`src/rtl/mem_access_ctrl.sv`:
```
// mem_access_ctrl: load/store sequencer between the execute stage and the
// data-memory bus. It accepts one request at a time, checks alignment, runs
// a single word-wide bus transaction with byte enables, and then returns
// extended load data or a fault code.
//
// Ports:
//   clk, reset                     clock and synchronous active-high reset
//   req_valid/req_ready            request handshake from the execute stage
//   mem_params, addr, wdata        decoded request, byte address, store data
//   rsp_valid/rsp_rdata/rsp_fault/rsp_cause   one-cycle response
//   busy                           request in flight (ISSUE or RESP)
//   bus_req/bus_we/bus_addr/bus_be/bus_wdata  bus request side
//   bus_ack/bus_rdata              bus completion and read word

package mem_access_pkg;
  typedef struct packed {
    logic       op;             // 1 = read, 0 = write
    logic [1:0] access_size;    // 00 byte, 01 half, 10 word, 11 reserved
    logic       read_unsigned;
  } mem_params_t;

  typedef enum logic [1:0] {
    CAUSE_NONE     = 2'b00,
    CAUSE_MISALIGN = 2'b01,
    CAUSE_TIMEOUT  = 2'b10,
    CAUSE_BAD_SIZE = 2'b11
  } cause_e;
endpackage

module mem_access_ctrl
  import mem_access_pkg::*;
#(
  parameter int TIMEOUT_CYCLES = 16
) (
  input  logic              clk,
  input  logic              reset,
  input  logic              req_valid,
  output logic              req_ready,
  input  mem_params_t       mem_params,
  input  logic [31:0]       addr,
  input  logic [31:0]       wdata,
  output logic              rsp_valid,
  output logic [31:0]       rsp_rdata,
  output logic              rsp_fault,
  output logic [1:0]        rsp_cause,
  output logic              busy,
  output logic              bus_req,
  output logic              bus_we,
  output logic [31:0]       bus_addr,
  output logic [3:0]        bus_be,
  output logic [31:0]       bus_wdata,
  input  logic              bus_ack,
  input  logic [31:0]       bus_rdata
);

  localparam int CW = (TIMEOUT_CYCLES > 1) ? $clog2(TIMEOUT_CYCLES) : 1;

  typedef enum logic [1:0] {IDLE, ISSUE, RESP} state_e;

  state_e        state_q, state_d;
  logic [CW-1:0] cnt_q, cnt_d;
  logic          op_q, op_d;
  logic [1:0]    size_q, size_d;
  logic          uns_q, uns_d;
  logic [1:0]    lane_q, lane_d;

  logic          bus_we_d;
  logic [31:0]   bus_addr_d, bus_wdata_d;
  logic [3:0]    bus_be_d;
  logic [31:0]   rsp_rdata_d;
  logic [1:0]    rsp_cause_d;

  // Picks the addressed lane out of the read word and extends it.
  function automatic logic [31:0] extract(input logic [31:0] d,
                                          input logic [1:0]  sz,
                                          input logic [1:0]  lane,
                                          input logic        uns);
    logic [7:0]  b;
    logic [15:0] h;
    b = d[{lane, 3'b000} +: 8];
    h = d[{lane[1], 4'b0000} +: 16];
    case (sz)
      2'b00:   extract = uns ? {24'h0, b} : {{24{b[7]}}, b};
      2'b01:   extract = uns ? {16'h0, h} : {{16{h[15]}}, h};
      default: extract = d;
    endcase
  endfunction

  // Ready is combinational so the stage can hand over a request the same
  // cycle the block returns to IDLE.
  assign req_ready = (state_q == IDLE) && !reset;

  always_comb begin
    // NOTE: every signal written here gets a default first; a path that
    // leaves one unassigned would infer a latch.
    state_d     = state_q;
    cnt_d       = cnt_q;
    op_d        = op_q;
    size_d      = size_q;
    uns_d       = uns_q;
    lane_d      = lane_q;
    bus_we_d    = bus_we;
    bus_addr_d  = bus_addr;
    bus_be_d    = bus_be;
    bus_wdata_d = bus_wdata;
    rsp_rdata_d = 32'h0;
    rsp_cause_d = CAUSE_NONE;

    case (state_q)
      IDLE: begin
        if (req_valid) begin
          op_d   = mem_params.op;
          size_d = mem_params.access_size;
          uns_d  = mem_params.read_unsigned;
          lane_d = addr[1:0];
          if (mem_params.access_size == 2'b11) begin
            state_d     = RESP;
            rsp_cause_d = CAUSE_BAD_SIZE;
          end else if ((mem_params.access_size == 2'b01 && addr[0]) ||
                       (mem_params.access_size == 2'b10 && addr[1:0] != 2'b00)) begin
            state_d     = RESP;
            rsp_cause_d = CAUSE_MISALIGN;
          end else begin
            // Bus fields are only loaded for requests that reach the bus,
            // and then stay frozen for the whole ISSUE phase.
            state_d    = ISSUE;
            cnt_d      = '0;
            bus_we_d   = ~mem_params.op;
            bus_addr_d = {addr[31:2], 2'b00};
            case (mem_params.access_size)
              2'b00: begin
                bus_be_d    = 4'b0001 << addr[1:0];
                bus_wdata_d = {4{wdata[7:0]}};
              end
              2'b01: begin
                bus_be_d    = 4'b0011 << {addr[1], 1'b0};
                bus_wdata_d = {2{wdata[15:0]}};
              end
              default: begin
                bus_be_d    = 4'b1111;
                bus_wdata_d = wdata;
              end
            endcase
          end
        end
      end
      ISSUE: begin
        // An ack in the last allowed cycle still completes normally.
        if (bus_ack) begin
          state_d     = RESP;
          rsp_rdata_d = op_q ? extract(bus_rdata, size_q, lane_q, uns_q) : 32'h0;
        end else if (cnt_q == CW'(TIMEOUT_CYCLES - 1)) begin
          state_d     = RESP;
          rsp_cause_d = CAUSE_TIMEOUT;
        end else begin
          cnt_d = cnt_q + 1'b1;
        end
      end
      RESP:    state_d = IDLE;
      default: state_d = IDLE;
    endcase
  end

  // Outputs are registered from the next-state decode so they line up
  // with the state they describe.
  always_ff @(posedge clk) begin
    // NOTE: sequential state uses non-blocking assignments only, so every
    // register samples its inputs from before the edge.
    if (reset) begin
      state_q   <= IDLE;
      cnt_q     <= '0;
      op_q      <= 1'b0;
      size_q    <= 2'b00;
      uns_q     <= 1'b0;
      lane_q    <= 2'b00;
      bus_req   <= 1'b0;
      bus_we    <= 1'b0;
      bus_addr  <= 32'h0;
      bus_be    <= 4'h0;
      bus_wdata <= 32'h0;
      rsp_valid <= 1'b0;
      rsp_fault <= 1'b0;
      rsp_cause <= 2'b00;
      rsp_rdata <= 32'h0;
      busy      <= 1'b0;
    end else begin
      state_q   <= state_d;
      cnt_q     <= cnt_d;
      op_q      <= op_d;
      size_q    <= size_d;
      uns_q     <= uns_d;
      lane_q    <= lane_d;
      bus_req   <= (state_d == ISSUE);
      bus_we    <= bus_we_d;
      bus_addr  <= bus_addr_d;
      bus_be    <= bus_be_d;
      bus_wdata <= bus_wdata_d;
      rsp_valid <= (state_d == RESP);
      rsp_fault <= (state_d == RESP) && (rsp_cause_d != CAUSE_NONE);
      rsp_cause <= rsp_cause_d;
      rsp_rdata <= rsp_rdata_d;
      busy      <= (state_d != IDLE);
    end
  end

endmodule

```
`config.mk`:
```
export PLATFORM = sky130hd
export DESIGN_NAME = mem_access_ctrl
export DESIGN_NICKNAME = d
export VERILOG_FILES = /design/src/rtl/mem_access_ctrl.sv
export SDC_FILE = /design/constraint.sdc
export NUM_CORES = 1
export LEC_CHECK = 0
export ABC_AREA = 1
export CAP_MARGIN = 30
export CORE_AREA = 2 2 113 115
export DETAILED_ROUTE_END_ITERATION = 8
export DIE_AREA = 0 0 115 117
export PLACE_DENSITY = 0.86
export SYNTH_ARGS = -nofsm -noshare
export SYNTH_HDL_FRONTEND = slang
export SYNTH_SLANG_ARGS = --single-unit
```
`constraint.sdc`:
```
create_clock -name clk -period 3.4 [get_ports clk]
set_clock_uncertainty 0.15 [all_clocks]
set_input_delay 0.68 -clock clk [delete_from_list [all_inputs] [get_ports clk]]
set_output_delay 0.68 -clock clk [all_outputs]
set_load 0.005 [all_outputs]
```
Figure 1. Close-up of the layout (run 1).
Window x 76 to 96, y 78 to 98 µm. Cells in gray, sequential cells in the stronger gray; small squares are vias.
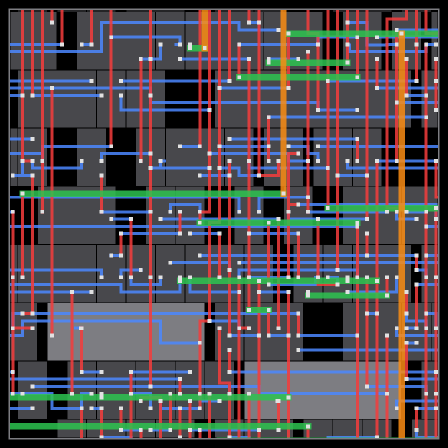
- M4: orange
- M2: red
- M1: blue
- M3: green
- sequential cells in the window: 2
- netlist names of flops here include: rsp_rdata (2)
- cells with their middle in the window: 51
- most frequent: nand2_1 (20), nor2_1 (6), clkdlybuf4s50_1 (6)

Figure 2. Wires at chosen ports, followed through buffers (run 1).
(3 px per µm)
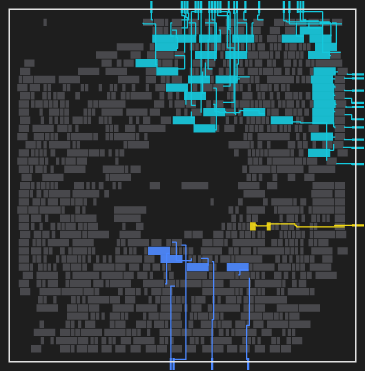
- bus_be: blue (bits 4; direction output; end cells 4; buffers 4; wire 167 µm)
- rsp_rdata: cyan (bits 32; direction output; end cells 32; buffers 32; wire 626 µm)
- req_valid: yellow (bits 1; direction input; end cells 2; buffers 1; wire 38.8 µm)

==> metrics.yaml, run 1 <==
logic_synthesis:
  ys_area_um2: 4830
  yosysSeqAreaShare: 0.485
  fa_ha_area_frac: 0.00259
  top_cells_by_area: "dfxtp_1, nor2_1, nand2_1, o21ai_0, a21oi_1"
  simple_gate_share: 0.270
  ys.flops: 117
  syn_area_um2: 4830
  synth_top_area_share: 0.485
  ys_sh_aoi: 0.169
  synth_cell_types: 27
  synth.avg_cell_area_um2: 7.07
  mux_share: 0
  synthXorXnorAreaFrac: 0
worst_setup_path:
  crit_fanout: 7
  worstSetupPathType: "in -> out"
  crit_arrival_ps: 1850
floorplan:
  die_w_um: 115
  core_um2: 12300
  die_area_um2: 13500
  initCoreUtil: 0.392
  pin_count: 212
route:
  viasPerCell: 4.88
  drtIter0Drc: 306
  drtPass1Iterations: 5
  postRouteAntennaNets: 0
flow_run:
  warnings: 26
  drv_cap: 0
final_layout:
  final_area_um2: 7590
  nets: 983
clock_network:
  clkTransAtPathRegs_ps: 50
  ctsHoldBuffers: 0
  clk_path_buf_depth: 2
  tritoncts: "yes"
  cts_sinks: 117
power:
  ir_worst_vdd_v: 0.000286
grt:
  grt_pass1_vias: 4698
placed_design:
  place_hpwl_um: 10400
sta:
  period_used_share: 0.788
  fmax_ghz: 0.373
  hold_violations: 0
  report.final.slew_viol_count: 0
  worst_slew_pin_slew_ps: 658
run_status:
  status: "completed"
Figure 3. Metal 2 (run 1).
(3 px per µm) Cells faint in the background.
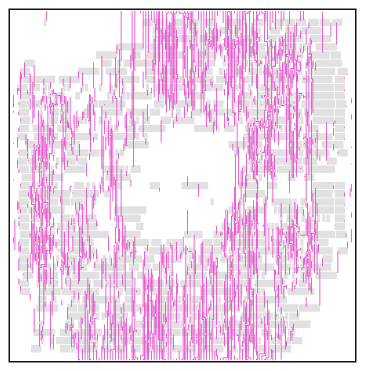
- main direction: vertical
- wire length on this layer: 7270 µm
- nets with wire on the layer: 780
- share of all routed wire: 50%

==> run 1: path summary, 6_finish.rpt <==
path | from | end | depth (start not counted)
worst max-delay path | reset | req_ready | 3
worst max register to register | state_q[0] | bus_wdata[10] | 7
worst min register to register | bus_wdata[19] | bus_wdata[19] | 2
worst min-delay path | bus_wdata[19] | bus_wdata[19] | 2
==> run 1: synth_stat cells <==
library cell,instances
a21boi_0,7
a21oi_1,35
a31oi_1,1
buf_1,2
buf_2,8
buf_4,3
buf_6,3
clkbuf_1,25
clkinv_1,1
conb_1,1
dfxtp_1,117
ha_1,1
inv_1,35
inv_2,5
nand2_1,140
nand2_2,2
nand3_1,18
nand3_4,1
nand3b_1,2
nand4_1,1
nor2_1,164
nor2_2,2
nor3b_1,1
o211ai_1,15
o21ai_0,81
o21ai_1,11
o22ai_1,1
==> run 1: stage by stage <==
| step | hold slack, ps | total power, mW | instances | utilization |
|---|---|---|---|---|
| after CTS | 333 | 4.20 | 1039 | 0.616 |
| after detailed placement | 321 | 2.29 | 1009 | 0.566 |
| after floorplan | 295 | 1.91 | 684 | - |
| after global routing | 352 | 4.36 | 1039 | 0.616 |
| after global placement | 311 | 2.27 | 1009 | 0.566 |
| final | 327 | 4.18 | 1039 | 0.616 |
==> run 1: layout by cell type, fill, tap and decap left out, drive strengths merged, types with 5 or more instances in the layout <==
cell           instances
bufinv                 5
nor2                 166
buf                    7
nand2                142
inv                   40
clkdlybuf4s50        209
a21boi                 7
dfxtp                117
o21ai                 92
o211ai                15
nand3                 19
clkbuf                19
a21oi                 35
clkinv                 6
==> run 1: cell families after synthesis <==
family          count (synthesis)
simple gates                  331
compound gates                151
flops                         117
buf+inv                        82
fa+ha+maj                       1
other cells                     1
==> run 1: layer usage <==
| metal | track usage | share of wire | vias to the layer above |
|---|---|---|---|
| met2 | 0.375 | 0.50 | 206 |
| li1 | - | - | 2579 |
| met1 | 0.256 | 0.41 | 2249 |
| met3 | 0.0551 | 0.066 | 36 |
| met4 | 0.104 | 0.029 | 0 |
| met5 | 0 | 0 | - |
==> run 1: layout make-up <==
class	count	area, µm²
flip-flops and latches	117	2340
clock buffers	19	443
well taps	150	188
clock inverters	11	183
fillers	1105	4720
inverters	41	154
repair buffers	216	2140
multi-input cells	485	2140
==> run 1: power by group <==
group	leakage (nW)	total [mW]	internal (mW)	switching, mW
registers	0.957	1.53	1.47	0.0559
logic	1.84	0.739	0.374	0.365
clock network	0.308	1.91	1.30	0.607
total	3.10	4.18	3.15	1.03
==> run 1: critical path, stage by stage <==
cell and delay, ps:
clkdlybuf4s50_1 530, nor2_1 140, clkdlybuf4s50_1 500
==> run 1: registers in the layout (all words and copies together) (netlist names), 4 cells and up <==
signal and count:
cnt_q 4, rsp_rdata 32, bus_addr 30, bus_wdata 32, bus_be 4
Figure 4. Clock nets (run 1).
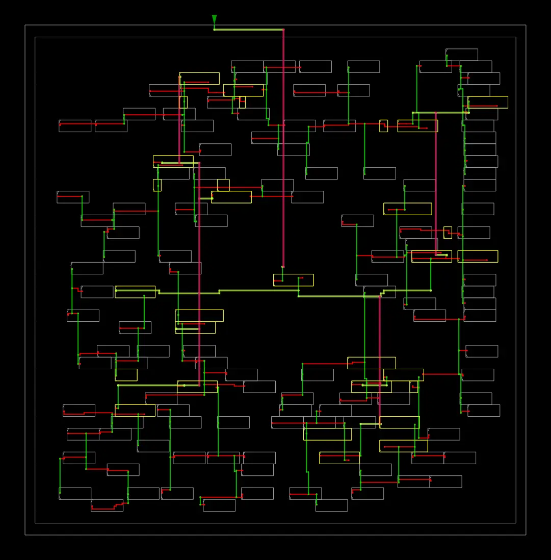

==> run 2: changes to the inputs <==
- CORE_AREA: 2 2 113 115 -> 2 2 116 118
- DIE_AREA: 0 0 115 117 -> 0 0 118 120
- clock period: 3.4 -> 2.45 ns (I/O delays scaled with it)
Figure 5. Clock nets (run 2).
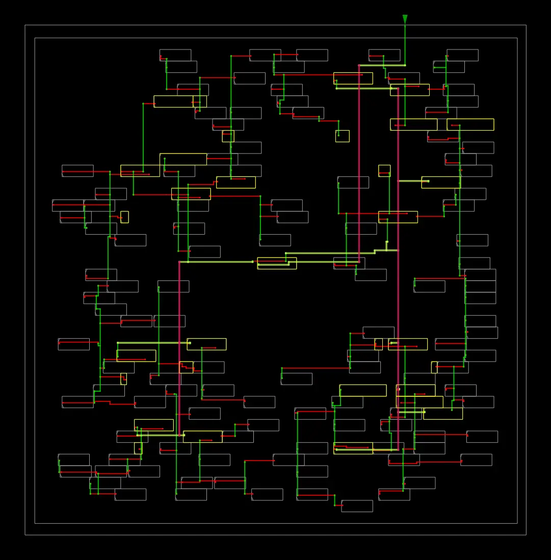
Flops: 117
clock sink total: 117

==> run 2 against run 1 <==
  * Global-route usage down 0.59 points
  * First-iteration DRC count grew 5.9%
  * Wire length rose by 2.7%
  * Largest power group unchanged
  * Total power is 40% higher
  * Critical path type is now reg -> out
  * Clock power grew about 40%
  * Sequential power increased by 39%
  * Combinational power up 42%
  * Hold slack gained 2.4 ps
  * Non-clock buffer count grew 13
  * Synthesized cell count is the same
  * Via count rose by 2.1%
==> metrics.yaml, run 2 <==
route:
  postRouteAntennaNets: 0  # unchanged
  met2WireLength_um: 7370  # was 7270 µm
  route.met3.wl_um: 1020  # was 961 µm
  drtPass1Iterations: 4  # was 5
  drtIter0Drc: 324  # was 306
  wl_met1_um: 6210  # was 5980 µm
logic_synthesis:
  top_cells_by_area: "dfxtp_1, nor2_1, nand2_1, o21ai_0, a21oi_1"  # unchanged
  yosys_most_used_dff: "dfxtp_1"  # unchanged
  ys_area_um2: 4830  # unchanged
  top_cell: "nor2_1"  # unchanged
  async_reset_ff_frac: 0  # unchanged
  synth.avg_cell_area_um2: 7.07  # unchanged
  common_cells: "nor2_1, nand2_1, dfxtp_1"  # unchanged
  yosysSeqAreaShare: 0.485  # unchanged
  syn_area_um2: 4830  # unchanged
  synth_cell_types: 27  # unchanged
floorplan:
  core_um2: 13000  # was 12300 µm²
  pin_count: 212  # unchanged
  die_area_um2: 14200  # was 13500 µm²
  initCoreUtil: 0.372  # was 0.392
sta:
  worst_slew_pin_slew_ps: 642  # was 658 ps
  period_used_share: 0.913
  fmax_ghz: 0.447
  hold-worst-slack_ps: 329  # was 327 ps
  report.final.slew_viol_count: 0  # unchanged
final_layout:
  final_area_um2: 7770  # was 7590 µm²
  top_regs: "bus_wdata (32), rsp_rdata (32), bus_addr (30)"  # unchanged
  nets: 996  # was 983
  lay_top_cells: "clkdlybuf4s50_1, nor2_1, nand2_1, dfxtp_1, o21ai_0"  # unchanged
grt:
  grt_pass1_vias: 4880  # was 4698
flow_run:
  warnings: 26  # unchanged
power:
  p_total_mw: 5.85  # was 4.18 mW
  ir_worst_vdd_v: 0.000411  # was 0.000286 V
placed_design:
  place_hpwl_um: 10800  # was 10400 µm
run_status:
  status: "completed"  # unchanged
worst_setup_path:
  crit_fanout: 4  # was 7
  crit_arrival_ps: 1600  # was 1850 ps
  worstSetupPathType: "reg -> out"  # was in -> out
clock_network:
  tritoncts: "yes"  # unchanged
  ctsHoldBuffers: 0  # unchanged
Figure 6. Metal 2 (run 2).
(3 px per µm) Cells faint in the background.
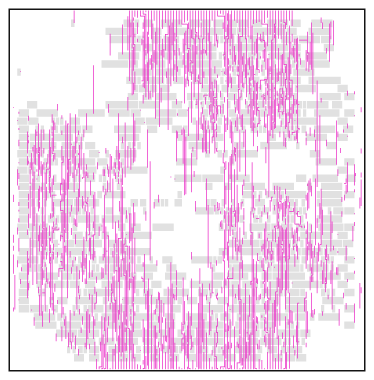
- nets with wire on the layer: 801
- share of all routed wire: 49%
- longest straight run: 41.8 µm
- wire length on this layer: 7370 µm

[run 2: logic make-up after synthesis]
group,after synthesis,share of synthesized area
DFF,117,0.485
AOI/OAI and AO/OA,151,0.169
other,1,0.000777
buffers and inverters,82,0.0729
adders and majority gates,1,0.00259
and+or+nand+nor,331,0.270
[run 2: critical path, cell delays in order (launching register included)]
cell,delay (ps)
dfxtp_1,320
nor2_1,220
inv_1,60
nor2_1,80
clkdlybuf4s50_1,500
[run 2: per-stage QoR]
step / instances / setup slack [ps]
global route: 1080 / 115
finish: 1080 / 212
detailed placement: 1048 / 135
global placement: 1048 / 153
floorplan: 684 / 676
CTS: 1080 / 192
[run 2: power breakdown]
group	total (mW)	internal, mW	switching [mW]
Sequential	2.13	2.04	0.0860
Clock	2.68	1.80	0.879
Combinational	1.05	0.548	0.498
[run 2: path summary, 6_finish.rpt]
| check | end | slack, ps | cells after the start |
|---|---|---|---|
| setup / recovery | req_ready | 210 | 4 |
| hold / removal | bus_wdata[28] | 330 | 2 |
| setup reg to reg | rsp_rdata[27] | 460 | 5 |
| hold reg to reg | bus_wdata[28] | 330 | 2 |
[run 2: area by class of cell]
type / instances / area, µm²
repair buffers: 229 / 2280
clock inverters: 13 / 206
flip-flops and latches: 117 / 2340
inverters: 41 / 154
multi-input cells: 485 / 2140
fillers: 1170 / 5210
clock buffers: 19 / 433
well taps: 176 / 220
[run 2: layer usage]
layer,global-route usage,vias up
li1,-,2604
met1,0.250,2366
met2,0.356,172
met3,0.0613,32
met4,0.102,0
met5,0,-
Power and IR drop assume default switching activity.
